## src/rtl/lsu_align.sv

```systemverilog
// ============================================================================
//  Module   : lsu_align
//  Purpose  : Load/store alignment unit between the memory stage and a
//             word-only DMEM. Converts byte/half/word accesses at any byte
//             address into word accesses. Sub-word stores use
//             read-modify-write, loads are sign/zero extended, and accesses
//             that cross a word boundary are split into two word accesses.
//  Options  : LSU_MISALIGN_TRAP_EN - crossing accesses are not split; they
//             answer with resp_err=1 and leave memory untouched.
//  Revision : 1.0 - initial release
// ============================================================================
`default_nettype none

module lsu_align #(
    parameter int ADDR_W = 32
) (
    input  logic              clk,
    input  logic              rst,
    input  logic              req_valid,
    output logic              req_ready,
    input  logic              req_we,
    input  logic [1:0]        req_size,
    input  logic              req_unsigned,
    input  logic [ADDR_W-1:0] req_addr,
    input  logic [31:0]       req_wdata,
    output logic              resp_valid,
    output logic [31:0]       resp_rdata,
    output logic              resp_err,
    output logic [ADDR_W-1:0] mem_address,
    output logic [31:0]       mem_write_data,
    output logic              mem_MemRW,
    input  logic [31:0]       mem_read_data
);

    typedef enum logic [1:0] {
        S_IDLE = 2'd0,
        S_ACC0 = 2'd1,
        S_ACC1 = 2'd2,
        S_RESP = 2'd3
    } state_t;

    state_t state, state_nxt;

    logic              we_q;
    logic              uns_q;
    logic [1:0]        size_q;
    logic [ADDR_W-1:0] addr_q;
    logic [31:0]       wdata_q;
    logic [31:0]       rd0_q;
    logic [23:0]       rd1_q;   // the second word never supplies more than 3 bytes

    logic [1:0]        off;
    logic [2:0]        nbytes;
    logic [3:0]        bmask4;
    logic [7:0]        lane_mask;
    logic [63:0]       wdata_sh;
    logic [31:0]       mask0, mask1;
    logic              crossing;
    logic              trap;
    logic [ADDR_W-1:0] word_base, word_next;
    logic [31:0]       raw, ld_data;

    assign off       = addr_q[1:0];
    assign crossing  = ({1'b0, off} + nbytes) > 3'd4;
    assign lane_mask = {4'b0000, bmask4} << off;
    assign wdata_sh  = {32'h0, wdata_q} << {off, 3'b000};
    assign word_base = {addr_q[ADDR_W-1:2], 2'b00};
    // Increment of the word index wraps naturally at 2^ADDR_W.
    assign word_next = {addr_q[ADDR_W-1:2] + {{(ADDR_W-3){1'b0}}, 1'b1}, 2'b00};

`ifdef LSU_MISALIGN_TRAP_EN
    assign trap = crossing;
`else
    assign trap = 1'b0;
`endif

    // Access width decode; size 11 is handled as a word.
    always_comb begin
        nbytes = 3'd4;
        bmask4 = 4'b1111;
        case (size_q)
            2'b00:   begin nbytes = 3'd1; bmask4 = 4'b0001; end
            2'b01:   begin nbytes = 3'd2; bmask4 = 4'b0011; end
            default: begin nbytes = 3'd4; bmask4 = 4'b1111; end
        endcase
    end

    // Expand lane enables into bit masks for the first and second word.
    always_comb begin
        mask0 = 32'h0;
        mask1 = 32'h0;
        for (int i = 0; i < 4; i++) begin
            mask0[8*i +: 8] = {8{lane_mask[i]}};
            mask1[8*i +: 8] = {8{lane_mask[i+4]}};
        end
    end

    // Little-endian assembly of load bytes starting at the byte offset, then extension.
    always_comb begin
        raw = rd0_q;
        case (off)
            2'd0: raw = rd0_q;
            2'd1: raw = {rd1_q[7:0],  rd0_q[31:8]};
            2'd2: raw = {rd1_q[15:0], rd0_q[31:16]};
            2'd3: raw = {rd1_q[23:0], rd0_q[31:24]};
            default: raw = rd0_q;
        endcase
        ld_data = raw;
        case (size_q)
            2'b00:   ld_data = uns_q ? {24'h0, raw[7:0]}  : {{24{raw[7]}},  raw[7:0]};
            2'b01:   ld_data = uns_q ? {16'h0, raw[15:0]} : {{16{raw[15]}}, raw[15:0]};
            default: ld_data = raw;
        endcase
    end

    // State register.
    always_ff @(posedge clk or posedge rst) begin
        if (rst) state <= S_IDLE;
        else     state <= state_nxt;
    end

    // Request capture on accept and read-data capture at the end of each access cycle.
    always_ff @(posedge clk or posedge rst) begin
        if (rst) begin
            we_q    <= 1'b0;
            uns_q   <= 1'b0;
            size_q  <= 2'b00;
            addr_q  <= '0;
            wdata_q <= 32'h0;
            rd0_q   <= 32'h0;
            rd1_q   <= 24'h0;
        end else begin
            if (state == S_IDLE && req_valid) begin
                we_q    <= req_we;
                uns_q   <= req_unsigned;
                size_q  <= req_size;
                addr_q  <= req_addr;
                wdata_q <= req_wdata;
            end
            if (state == S_ACC0) rd0_q <= mem_read_data;
            if (state == S_ACC1) rd1_q <= mem_read_data[23:0];
        end
    end

    // Next-state and output decode; every output is idle-zero unless its state drives it.
    always_comb begin
        state_nxt      = state;
        req_ready      = 1'b0;
        resp_valid     = 1'b0;
        resp_rdata     = 32'h0;
        resp_err       = 1'b0;
        mem_address    = '0;
        mem_write_data = 32'h0;
        mem_MemRW      = 1'b0;
        case (state)
            S_IDLE: begin
                req_ready = 1'b1;
                if (req_valid) state_nxt = S_ACC0;
            end
            S_ACC0: begin
                mem_address = word_base;
                if (we_q && !trap) begin
                    mem_MemRW      = 1'b1;
                    mem_write_data = (mem_read_data & ~mask0) | (wdata_sh[31:0] & mask0);
                end
                state_nxt = (crossing && !trap) ? S_ACC1 : S_RESP;
            end
            S_ACC1: begin
                mem_address = word_next;
                if (we_q) begin
                    mem_MemRW      = 1'b1;
                    mem_write_data = (mem_read_data & ~mask1) | (wdata_sh[63:32] & mask1);
                end
                state_nxt = S_RESP;
            end
            S_RESP: begin
                resp_valid = 1'b1;
                resp_err   = trap;
                if (!we_q && !trap) resp_rdata = ld_data;
                state_nxt  = S_IDLE;
            end
            default: state_nxt = S_IDLE;
        endcase
    end

endmodule

`default_nettype wire
```

## config.mk

```make
export PLATFORM = sky130hd
export DESIGN_NAME = lsu_align
export DESIGN_NICKNAME = d
export VERILOG_FILES = /design/src/rtl/lsu_align.sv
export SDC_FILE = /design/constraint.sdc
export NUM_CORES = 1
export LEC_CHECK = 0
export ABC_AREA = 1
export CORE_AREA = 5 5 244 151
export DETAILED_ROUTE_END_ITERATION = 8
export DIE_AREA = 0 0 249 156
export MAX_ROUTING_LAYER = met4
export PLACE_DENSITY = 0.55
export SLEW_MARGIN = 0
export SYNTH_ARGS = -nofsm -noshare
export SYNTH_HDL_FRONTEND = slang
export SYNTH_SLANG_ARGS = --single-unit
```

## constraint.sdc

```tcl
create_clock -name clk -period 9.15 [get_ports clk]
set_input_delay 1.3725 -clock clk [delete_from_list [all_inputs] [get_ports clk]]
set_output_delay 1.3725 -clock clk [all_outputs]
set_load 0.02 [all_outputs]
```

Run 1, the clock network:
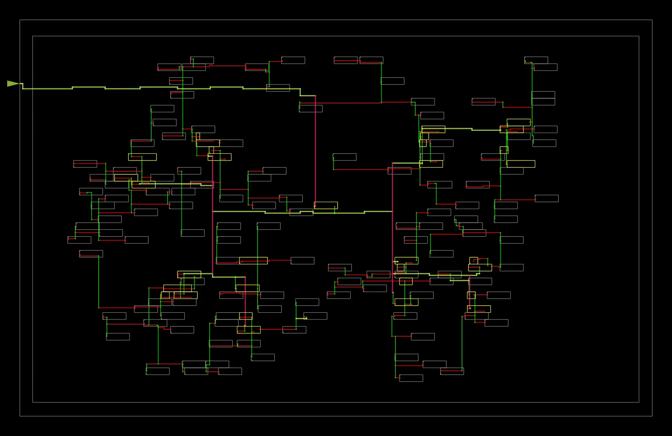
TritonCTS buffer count: 17
Seq cells: 126

Run 1, metal layers overlaid:
Two of the layers only.
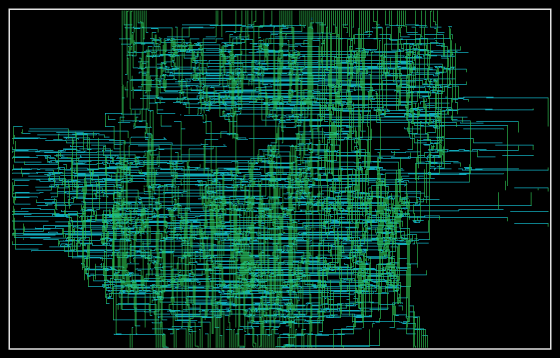
[green] metal 2 | wire length: 17,100 µm
[cyan] metal 1 | wire length: 20.1 mm

==> results.sh, run 1 <==
# yosys + openroad results
export IMPL_outcome="complete, no violations"
export IMPL_final_area_mm2=0.0115
export IMPL_grt_use_met2_pct=28.9
export IMPL_rr_worst_depth=10
export IMPL_grt_max_degree=84
export IMPL_clock_tree_area_fraction_pct=5.59
export IMPL_ys_ff=126
export IMPL_antenna_found_initial=0
export IMPL_simple_gate_share_pct=24.1
export IMPL_report_final_setup_viol=0
export IMPL_switching_share_pct=52.7
export IMPL_nNonClkBuffers=208
export IMPL_top_cell_area_share_pct=37.2
export IMPL_hold_depth=2
export IMPL_first_pass_iters=8
export IMPL_clkbuf_count=20
export IMPL_gp_congestion=1.01
export IMPL_drv_slew=0
export IMPL_holdCritStartpoint="rd0_q[4]"
export IMPL_crit_fanout=21
export IMPL_cap_violations=0
export IMPL_rows=53
export IMPL_post_cts_setup_buffers=0
export IMPL_yosys_stat_area_mm2=0.00848
export IMPL_grt_pass1_wl_um=59600
export IMPL_die_w_um=249
export IMPL_edf_count=0
export IMPL_ys_sh_xor_pct=0.103
export IMPL_core_area_mm2=0.0344
export IMPL_total_power_mw=4.72
export IMPL_power_frac_comb_pct=60.9
export IMPL_die_size_y_um=156
export IMPL_peakVddDrop_v=0.000150
export IMPL_warnings=30
export IMPL_cts_path_max_buffers=2
export IMPL_compound_area_share_pct=25.2
export IMPL_p_per_area_mw_per_mm2=412
export IMPL_worst_slew_pin_slew_ns=1.15
export IMPL_placedInstanceArea_mm2=0.0108
export IMPL_num_fill_cells=3716
export IMPL_pwr_share_seq_pct=23.1
export IMPL_ys_async_sr_fraction_pct=100
export IMPL_wl_met1_um=20100
export IMPL_nNonClkInverters=133
export IMPL_cts_repair_resized=0
export IMPL_synth_mux_area_fraction_pct=2.39
export IMPL_setup_slack_ns=3.41
export IMPL_layout_top_cells="nand2_1, clkdlybuf4s50_1, a21oi_1, o21ai_0, nor2_1"
export IMPL_syn_inst=1254
export IMPL_fa_ha_area_share_pct=1.27
export IMPL_vias=9566
export IMPL_logic_family="AND-OR/OR-AND gates"
export IMPL_largestClassByArea="multi-input combinational cells"
export IMPL_wl_per_cell_um=21.9
export IMPL_layout_drive_gt1_share_pct=5.90
export IMPL_setup_worst_path_start="size_q[1]"
export IMPL_hold_path_class="flop to flop"
export IMPL_gr_max_usage_layer="met1"
export IMPL_hold_viol=0
export IMPL_r2r_start="size_q[1]"
export IMPL_layout_nonclk_buf_share_pct=18.0
export IMPL_grt_pass1_vias=8796
export IMPL_fp_utilization_pct=24.6
export IMPL_yosysWarnings=0
export IMPL_htree_levels=4
Run 1, I/O pins on the die edge:
Pins as bars across the die edge, other pins in gray.
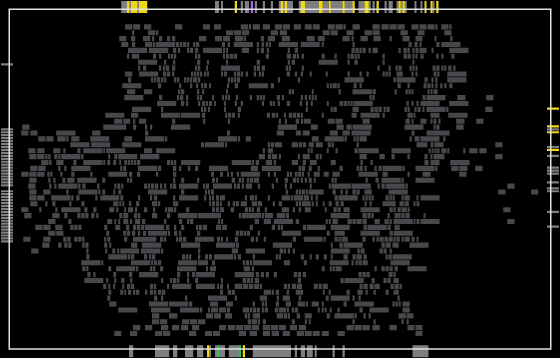
[purple] resp_err | pins: 1 | direction: output | edge: north
[yellow] req_addr | pins: 32 | direction: input | edge: 26 north, 4 east, 2 south
[green] req_size | pins: 2 | direction: input | edge: south

Run 1, logic cells by family:
Scale bar: 50 µm.
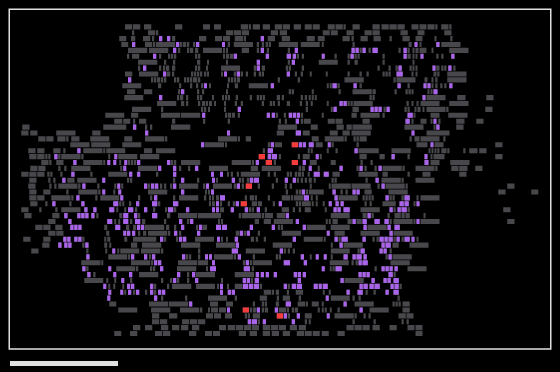
[purple] aoi and oai cells | cells: 380 | most used: a21oi_1
[red] non-inverting ao/oa cells | cells: 8 | most used: a22o_1
post-route insts no fill: 1,890
combinational share of cell area: 39.5%
Top cell excl fill/tap: nand2_1

[run 1: worst paths after layout]
path | slack [ns] | end
min in group asynchronous | 1.41 | addr_q[26]
setup / recovery | 3.41 | mem_write_data[14]
hold / removal | 0.48 | rd0_q[4]
setup reg to reg | 6.25 | state[0]
hold reg to reg | 0.48 | rd0_q[4]
max in group asynchronous | 6.20 | wdata_q[8]
[run 1: critical path, stage by stage (launching register included)]
cell and delay [ns]:
dfrtp_1 0.85, inv_1 0.29, nand2_1 0.21, clkinv_1 0.26
ha_1 0.30, nor2_1 0.87, nor2_1 0.08, nor2_1 0.13
o31ai_1 0.09, a21oi_1 0.14, clkdlybuf4s50_1 0.69
[run 1: power groups by stage]
stage	clock [mW]	combinational [mW]	sequential, mW
detailed placement	0	2.83	1.08
finish	0.759	2.87	1.09
global route	0.790	3.09	1.12
floorplan	0	1.75	0.984
global placement	0	2.83	1.08
CTS	0.766	2.84	1.08
[run 1: cell usage after synthesis (2+ instances only)]
library cell	instances
a211oi_1	17
a21oi_1	159
a221oi_1	8
a22o_1	7
a31oi_1	4
buf_1	7
buf_2	13
buf_4	6
clkbuf_1	46
clkinv_1	3
dfrtp_1	126
ha_1	7
inv_1	124
inv_2	5
mux2_2	18
nand2_1	302
nand2_2	2
nand2_4	2
nand3_1	54
nand3_2	3
nor2_1	133
nor2_2	3
nor3_1	2
o211ai_1	24
o21ai_0	143
o21ai_1	6
o22ai_1	17
[run 1: kinds of logic (layout without fill, tap and decap cells)]
family / Yosys count / count (layout)
simple gates: 506 / 506
compound gates: 388 / 388
fa+ha+maj: 8 / 8
flops: 126 / 126
xor+xnor: 1 / 1
other cells: 1 / 3
mux: 18 / 18
buf+inv: 206 / 373
==> inputs of run 2 (changes only) <==
- clock period: 9.15 -> 5.8 ns (I/O delays scaled with it)
Run 2, sequential cells colored by netlist name:
Scale bar: 50 µm. Other sequential cells in the stronger gray, the rest of the logic in the fainter gray.
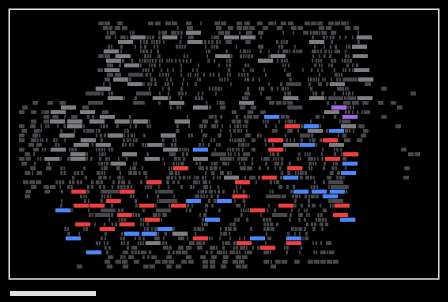
[blue] rd1_q | flops: 24
[red] rd0_q | flops: 32
[purple] state | flops: 2
not colored: 68

==> results.sh, run 2 <==
# yosys + openroad results
export IMPL_gp_congestion=1.04
export IMPL_hold_path_class="flop to flop"
export IMPL_vias=9624
export IMPL_rr_worst_depth=10
export IMPL_crit_end="mem_write_data[11]"
export IMPL_clock_power_share_pct=15.2
export IMPL_warnings=30
export IMPL_power_frac_comb_pct=60.7
export IMPL_final_common_cell="nand2_1"
export IMPL_layout_drive_gt1_share_pct=6.03
export IMPL_outcome="complete, no violations"
export IMPL_final_area_mm2=0.0115
export IMPL_r2r_end="state[0]"
export IMPL_cts_buffers_inserted=17
export IMPL_hold_depth=2
export IMPL_yosys_top_cells_count="nand2_1, a21oi_1, o21ai_0"
export IMPL_flop_cell="dfrtp_1"
export IMPL_fin_cells=1896
export IMPL_yosysWarnings=0
export IMPL_rows=53
export IMPL_holdCritStartpoint="rd0_q[4]"
export IMPL_yosys_stat_area_mm2=0.00848
export IMPL_grt_usage_pct=21.1
export IMPL_synth_most_common_cell="nand2_1"
export IMPL_cap_violations=0
export IMPL_post_cts_setup_buffers=0
export IMPL_hold_viol=0
export IMPL_synthDistinctLibCells=40
export IMPL_antenna_found_initial=2
export IMPL_placedInstanceArea_mm2=0.0109
export IMPL_cpPeakStageDelay_ns=0.98
export IMPL_crit_fanout=31
export IMPL_pwr_share_seq_pct=24.1
export IMPL_switching_share_pct=52.7
export IMPL_fp_utilization_pct=24.6
export IMPL_worst_slew_pin_slew_ns=1.10
export IMPL_total_power_mw=7.35
export IMPL_peakVddDrop_v=0.000294
export IMPL_r2r_start="size_q[1]"
export IMPL_wl_per_cell_um=21.8
export IMPL_p_per_area_mw_per_mm2=641
export IMPL_grt_max_degree=84
export IMPL_setup_worst_path_start="state[0]"
export IMPL_ys_ff=126
export IMPL_drv_slew=0
export IMPL_report_final_setup_viol=0
export IMPL_syn_inst=1254
export IMPL_fin_util_pct=33.3
export IMPL_die_size_y_um=156
export IMPL_cp_cell_sequence="inv_1 > ha_2 > clkinv_1 > nor2_1 > inv_2 > a22o_1 > a21oi_1 > clkdlybuf4s50_1"
export IMPL_rrSetupSlack_ns=2.85
export IMPL_first_pass_iters=6
export IMPL_htree_levels=4
export IMPL_finalCritPeriodShare_pct=88.4
export IMPL_layout_top_cells="nand2_1, clkdlybuf4s50_1, a21oi_1, o21ai_0, nor2_1"
export IMPL_die_w_um=249
export IMPL_cpMaxStageDelayCell="clkinv_1"
export IMPL_num_fill_cells=3720
export IMPL_hold_end="rd0_q[4]"
export IMPL_edf_count=0
export IMPL_yosys_stat_cells=1254
export IMPL_grt_pass1_vias=8846
export IMPL_core_area_mm2=0.0344
export IMPL_top_cell_area_share_pct=37.2
Run 2, the clock network:
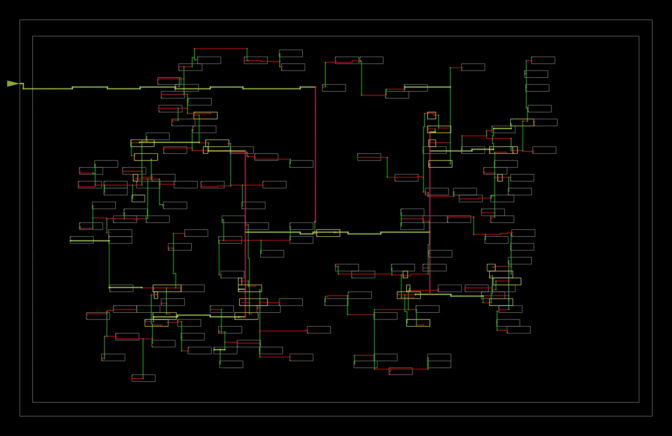
Clk. pwr: 1.12 mW
CTS sink cnt: 126

[run 2: cells by family after synthesis]
family / count (synthesis) / share of synthesized area, %
DFF: 126 / 37.2
AOI/OAI and AO/OA: 388 / 25.2
other: 1 / 0.0442
adders and majority gates: 8 / 1.27
xor gates and xnor gates: 1 / 0.103
and+or+nand+nor: 506 / 24.1
buffers and inverters: 206 / 9.68
muxes: 18 / 2.39
[run 2: power by group through the flow]
stage / clock (mW) / combinational, mW / sequential [mW]
2_1_floorplan: 0 / 2.77 / 1.55
3_3_place_gp: 0 / 4.41 / 1.76
3_5_place_dp: 0 / 4.41 / 1.76
4_1_cts: 1.14 / 4.43 / 1.75
5_1_grt: 1.18 / 4.83 / 1.81
6_report: 1.12 / 4.46 / 1.77
[run 2: area by class of cell]
cell class	count	area share, %
inverters	133	4.39
repair buffers	212	18.3
clock buffers	21	3.93
multi-input cells	924	39.5
diodes	2	0.0436
clock inverters	11	1.22
flip-flops and latches	126	27.5
well taps	467	5.10
[run 2: routing by layer]
| metal | share of wire (%) | track usage (%) | routed length (µm) | vias to the layer above |
|---|---|---|---|---|
| met2 | 41 | 28.9 | 17100 | 420 |
| met5 | 0 | - | 0 | - |
| met3 | 7.4 | 3.85 | 3070 | 45 |
| met1 | 50 | 31.9 | 20400 | 4678 |
| li1 | - | - | - | 4481 |
| met4 | 1.6 | 4.70 | 664 | 0 |
[run 2: worst max-delay path: cells and delay by family (launching register included)]
family          cells  cell delay [ns]
simple gates        1             0.36
fa+ha+maj           1             0.64
flops               1             0.42
compound gates      2             0.47
buf+inv             4             1.91
No activity file was given, so power comes from the tool's default toggle rates.
